**src/rtl/round_timer_tick_rx.sv**
```systemverilog
// round_timer_tick_rx: synchronises the 1 Hz divider toggle into the system
// clock domain and turns each rising edge into a one-cycle tick. The ticks
// drive the game round countdown.
// The optional warn blink output is enabled by defining ROUND_TIMER_WARN_EN.
module round_timer_tick_rx #(
    parameter int unsigned SEC_W       = 7,
    parameter int unsigned MAX_SECS    = 99,
    parameter int unsigned SYNC_STAGES = 2
`ifdef ROUND_TIMER_WARN_EN
    ,
    parameter int unsigned WARN_SECS   = 5
`endif
) (
    input  logic             clock,
    input  logic             reset,
    input  logic             slow_clk,
    input  logic             start,
    input  logic             pause,
    input  logic [SEC_W-1:0] load_secs,
    output logic             tick,
    output logic [SEC_W-1:0] secs_left,
    output logic [3:0]       secs_tens,
    output logic [3:0]       secs_ones,
    output logic             running,
    output logic             done,
    output logic             expired
`ifdef ROUND_TIMER_WARN_EN
    ,
    output logic             warn
`endif
);

    typedef enum logic [1:0] {
        ST_IDLE  = 2'd0,
        ST_RUN   = 2'd1,
        ST_PAUSE = 2'd2,
        ST_DONE  = 2'd3
    } state_e;

    localparam logic [SEC_W-1:0] MAX_V = SEC_W'(MAX_SECS);
    localparam logic [SEC_W-1:0] ONE_V = SEC_W'(1);
    localparam logic [SEC_W-1:0] TEN_V = SEC_W'(10);

    logic [SYNC_STAGES-1:0] sync_q, sync_d;
    logic                   hist_q, hist_d;
    logic                   tick_q, tick_d;
    state_e                 state_q, state_d;
    logic [SEC_W-1:0]       secs_q, secs_d;
    logic                   running_q, running_d;
    logic                   done_q, done_d;
    logic                   expired_q, expired_d;
    logic [SEC_W-1:0]       load_clamped;

    // Synchroniser shift, edge history and rising-edge detection
    always_comb begin
        sync_d = {sync_q[SYNC_STAGES-2:0], slow_clk};
        hist_d = sync_q[SYNC_STAGES-1];
        tick_d = sync_q[SYNC_STAGES-1] & ~hist_q;
    end

    // Round FSM next state, countdown value and status flags
    always_comb begin
        state_d      = state_q;
        secs_d       = secs_q;
        done_d       = 1'b0;
        load_clamped = (load_secs > MAX_V) ? MAX_V : load_secs;
        if (start) begin
            // start wins over tick and pause; a coincident tick is dropped
            secs_d = load_clamped;
            if (load_clamped == '0) begin
                state_d = ST_DONE;
                done_d  = 1'b1;
            end else begin
                state_d = ST_RUN;
            end
        end else begin
            case (state_q)
                ST_IDLE: secs_d = '0;
                ST_RUN: begin
                    if (pause) begin
                        state_d = ST_PAUSE;
                    end else if (tick_q) begin
                        if (secs_q <= ONE_V) begin
                            secs_d  = '0;
                            state_d = ST_DONE;
                            done_d  = 1'b1;
                        end else begin
                            secs_d = secs_q - ONE_V;
                        end
                    end
                end
                ST_PAUSE: begin
                    if (!pause) state_d = ST_RUN;
                end
                ST_DONE: secs_d = '0;
                default: state_d = ST_IDLE;
            endcase
        end
        running_d = (state_d == ST_RUN);
        expired_d = (state_d == ST_DONE);
    end

`ifdef ROUND_TIMER_WARN_EN
    localparam logic [SEC_W-1:0] WARN_V = SEC_W'(WARN_SECS);
    logic warn_q, warn_d;

    // Warning blink: toggles on each counted tick inside the warning window
    always_comb begin
        warn_d = warn_q;
        if (start || state_d == ST_IDLE || state_d == ST_DONE) begin
            warn_d = 1'b0;
        end else if (state_q == ST_RUN && !pause && tick_q &&
                     secs_q != '0 && secs_q <= WARN_V) begin
            warn_d = ~warn_q;
        end
    end

    // Warning flag register
    always_ff @(posedge clock) begin
        if (reset) warn_q <= 1'b0;
        else       warn_q <= warn_d;
    end

    assign warn = warn_q;
`endif

    // State and output registers with synchronous reset
    always_ff @(posedge clock) begin
        if (reset) begin
            sync_q    <= '0;
            hist_q    <= 1'b0;
            tick_q    <= 1'b0;
            state_q   <= ST_IDLE;
            secs_q    <= '0;
            running_q <= 1'b0;
            done_q    <= 1'b0;
            expired_q <= 1'b0;
        end else begin
            sync_q    <= sync_d;
            hist_q    <= hist_d;
            tick_q    <= tick_d;
            state_q   <= state_d;
            secs_q    <= secs_d;
            running_q <= running_d;
            done_q    <= done_d;
            expired_q <= expired_d;
        end
    end

    assign tick      = tick_q;
    assign secs_left = secs_q;
    assign running   = running_q;
    assign done      = done_q;
    assign expired   = expired_q;
    assign secs_tens = 4'(secs_q / TEN_V);
    assign secs_ones = 4'(secs_q % TEN_V);

endmodule

```
**config.mk**
```make
export PLATFORM = sky130hd
export DESIGN_NAME = round_timer_tick_rx
export DESIGN_NICKNAME = d
export VERILOG_FILES = /design/src/rtl/round_timer_tick_rx.sv
export SDC_FILE = /design/constraint.sdc
export NUM_CORES = 1
export LEC_CHECK = 0
export ABC_AREA = 1
export CORE_MARGIN = 4
export CORE_UTILIZATION = 41
export CTS_CLUSTER_SIZE = 28
export DETAILED_ROUTE_END_ITERATION = 7
export PLACE_DENSITY = 0.8
export SKIP_LAST_GASP = 1
export SLEW_MARGIN = 10
export SYNTH_ARGS = -nofsm -noshare
export SYNTH_HDL_FRONTEND = slang
export SYNTH_SLANG_ARGS = --single-unit
```
**constraint.sdc**
```tcl
create_clock -name clock -period 2.15 [get_ports clock]
set_clock_uncertainty 0.15 [all_clocks]
set_input_delay 0.215 -clock clock [delete_from_list [all_inputs] [get_ports clock]]
set_output_delay 0.215 -clock clock [all_outputs]
set_load 0.1 [all_outputs]
```
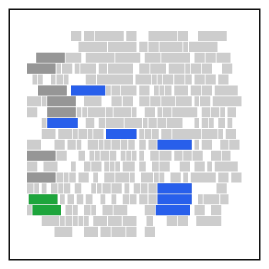
(where the registers sit)
Drawn at 4 px/µm.
legend:
  green:
    netlist_name: state_q
    placed_flops: 2
  blue:
    netlist_name: secs_left
    placed_flops: 7
not coloured: 7
Flop area: 341.6 µm²
final core occ: 77.37%

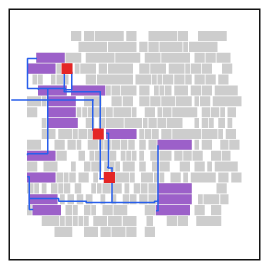
(clock network drawn from the DEF)
Drawn at 4 px/µm.
legend:
  purple:
    item: flip-flops
    count: 16
  red:
    item: clock-net drivers
    count: 3
  blue:
    item: clock wires
    length: 198 µm
routed clock nets: 4
Clock Latency Late Sink: 300 ps
Clk pwr share: 7.9%

==> flow_metrics.py <==
# Physical implementation metrics
metrics = {
    "status": {
        "outcome": "finished with violations",
        "violations": "setup timing",
    },
    "pwr": {
        "p_leak_uw": 0.001025,
        "power.density_nw_per_um2": 980.5,
        "ir_drop_mv": 1.320,
    },
    "clock_network": {
        "cts_tree": "done",
        "cts_root_buffer": "clkbuf_4",
        "clkSlewWorstSetupHoldPaths_ps": 100,
        "cts_htree_levels": 1,
        "cts_buffers": 3,
        "clock_path_buffers": 2,
        "clock_sinks": 16,
    },
    "yosys": {
        "async_flop_share_pct": 0,
        "synth_cell_types": 30,
        "muxShareOfSynthArea_pct": 0,
        "area_leaders": "dfxtp_1 (27%), nand2_1 (11%), inv_1 (7.8%)",
        "yosys.area.top_type": "dfxtp_1",
        "top_cells_by_count": "nand2_1 (35), inv_1 (25), dfxtp_1 (16), nand3_1 (16), o21ai_0 (13)",
        "ys_cells": 183,
        "flop_cell": "dfxtp_1",
        "top_logic_kind": "simple AND/OR/NAND/NOR gates",
        "synth_cells": 183,
        "synth_compound_gate_area_share_pct": 14.51,
        "yosys.area.top_type_share_pct": 26.53,
        "post_synth_xor_area_fraction_pct": 2.176,
        "syn_avg_cell_area_um2": 6.598,
        "synth_flops": 16,
        "synth-simple-area-share_pct": 38.45,
        "yosysMostFrequentCell": "nand2_1",
        "ys_warn_count": 0,
        "yosysSeqAreaShare_pct": 26.53,
        "synth_nets": 202,
        "synth-edff-count": 0,
        "fa_ha_area_share_pct": 7.254,
        "ys_area_um2": 1207,
        "netlist_area_um2": 1207,
    },
    "worst_setup_path": {
        "arrival_ps": 2390,
        "critPathMaxFanout": 5,
        "reg2regPathDepth": 10,
        "criticalPathCategory": "register to primary output",
        "worst_setup_path_end_kind": "primary output",
        "worstPathRequired_ps": 1780,
        "r2r_start": "secs_left[5]",
        "startpoint": "secs_left[6]",
        "cp-start-kind": "register",
    },
    "final_timing": {
        "min_period_ps": 2755,
        "fin_ws_ps": -605.5,
        "min_period_over_period_pct": 128.2,
        "setup_violations": 5,
        "rsz0062_at_grt": "yes",
        "fmax_ghz": 0.3629,
        "maxSlewViolCount": 0,
        "relSlewSlack_pct": 71.34,
        "worst_pin_slew_ps": 428.3,
        "finalHoldViolCount": 0,
    },
    "drt": {
        "ant_nets": 0,
        "drtPass1Iterations": 4,
        "vias": 1470,
        "drt-total-wl_mm": 3.470,
        "drc_errors": 0,
        "viasPerCell": 5.122,
        "wl_per_cell_um": 12.09,
        "drt_iter0_drc": 40,
    },
    "placed_design": {
        "place_area_um2": 1949,
        "pre_cts_ws_ps": -325.5,
        "hpwlAfterDp_mm": 2.557,
        "place_congestion": 0.9211,
        "io_buffers": 30,
    },
    "floorplan": {
        "chip_area_um2": 3877,
        "num_io_pins": 31,
        "die_h_um": 62.27,
        "die_w_um": 62.27,
        "fp_util_pct": 43.41,
        "rows": 19,
    },
    "final_layout": {
        "num_antenna_cells": 0,
        "fillCellCount": 197,
        "syn_to_final_growth_pct": 78.24,
        "drive_gt1_share_pct": 44.92,
        "nNetsFinal": 276,
    },
    "hold_path": {
        "min-delay-path-class": "register to register",
        "min-delay-start": "hist_q",
        "worstHoldPathCells": 1,
    },
    "flow_run": {
        "warnings": 34,
        "maxCapViolCount": 0,
    },
    "global_route": {
        "grt_use_total_pct": 17.68,
        "grt_pass1_vias": 1378,
        "grt_pass1_wl_mm": 5.858,
        "overflow": 0,
        "grt_max_degree": 11,
        "antenna_found_initial": 0,
    },
}
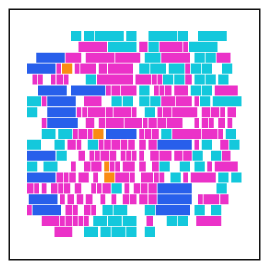
(cells coloured by class)
Drawn at 4 px/µm.
legend:
  orange:
    class: clock drivers and dummy loads
    cells: 4
  blue:
    class: registers
    cells: 16
  magenta:
    class: remaining logic cells
    cells: 162
  cyan:
    class: remaining buffers and delay cells
    cells: 74
core area: 2781 µm²
fin area: 2152 µm²

## worst max-delay path: stages (launching register included)
cell and delay [ps]:
dfxtp_4 420, inv_4 50, nand2_4 60, nand3_4 80, nand2_4 120, nand2_8 80
o21ai_4 240, buf_4 160, nand3_1 160, nand3_4 160, nand4_1 230, nand2_8 140
buf_12 170
## flip-flops by register name, indices dropped and copies added (netlist names)
register and count:
tick 1, done 1, running 1, expired 1, secs_left 7, state_q 2, sync_q 2, hist_q 1
## what timing repair did
item | in CTS | in global routing
endpoints found under the hold margin | 0 | 0
setup endpoints to repair | 4 | 6
pin swaps | 16 | 11
setup buffers | 7 | 7
hold buffers | 0 | 0
gates resized | 12 | 4
## worst paths after layout
check | to | slack (ps)
setup / recovery | secs_ones[2] | -610
hold / removal | tick | 250
setup reg to reg | expired | 320
hold reg to reg | tick | 250
## logic make-up (layout without fill, tap and decap cells)
group / count (synthesis) / count (layout)
simple gates: 92 / 92
flops: 16 / 16
buf+inv: 34 / 107
fa+ha+maj: 7 / 7
compound gates: 31 / 31
xor+xnor: 3 / 3
## through the flow
step | util, % | hold WS, ps | std cells | TNS [ps] | total power, µW
2_1_floorplan | - | 172.0 | 183 | -3277 | 1347
3_3_place_gp | 70.09 | 228.0 | 269 | -894.1 | 1801
3_5_place_dp | 70.09 | 248.3 | 269 | -1104 | 1814
4_1_cts | 74.90 | 260.1 | 280 | -2236 | 2061
5_1_grt | 77.37 | 277.5 | 287 | -3137 | 2218
6_report | 77.37 | 250.9 | 287 | -2451 | 2110
## report_power, final
group / internal [µW] / total, µW / switching, µW
Clock: 72.2 / 167 / 94.8
Combinational: 626 / 1600 / 977
Sequential: 318 / 340 / 22.3
Total: 1020 / 2110 / 1090
## final cells by class
| type | count | area, µm² | area share, % |
|---|---|---|---|
| repair buffers | 74 | 669.4 | 31.10 |
| clock buffers | 4 | 26.28 | 1.221 |
| multi-input cells | 133 | 959.7 | 44.59 |
| flip-flops and latches | 16 | 341.6 | 15.87 |
| inverters | 29 | 116.4 | 5.407 |
| well taps | 31 | 38.79 | 1.802 |
## metal layers
layer / vias to the layer above / share of wire [%] / wire length, µm / global-route usage [%]
met4: 0 / 1.2 / 40 / 5.836
met5: - / 0 / 0 / 0
li1: 751 / - / - / -
met2: 44 / 53 / 1835 / 30.31
met1: 668 / 41 / 1433 / 21.95
met3: 7 / 4.6 / 160 / 3.423
## layout by cell type (no fill, tap or decap), drive strengths merged, types with 5 or more instances in the layout
| cell | instances |
|---|---|
| a21oi | 6 |
| a31oi | 8 |
| buf | 63 |
| clkdlybuf4s50 | 11 |
| dfxtp | 16 |
| ha | 7 |
| inv | 29 |
| nand2 | 46 |
| nand3 | 20 |
| nor2 | 13 |
| nor3 | 5 |
| o21ai | 16 |
No activity file was given, so power comes from the tool's default toggle rates.
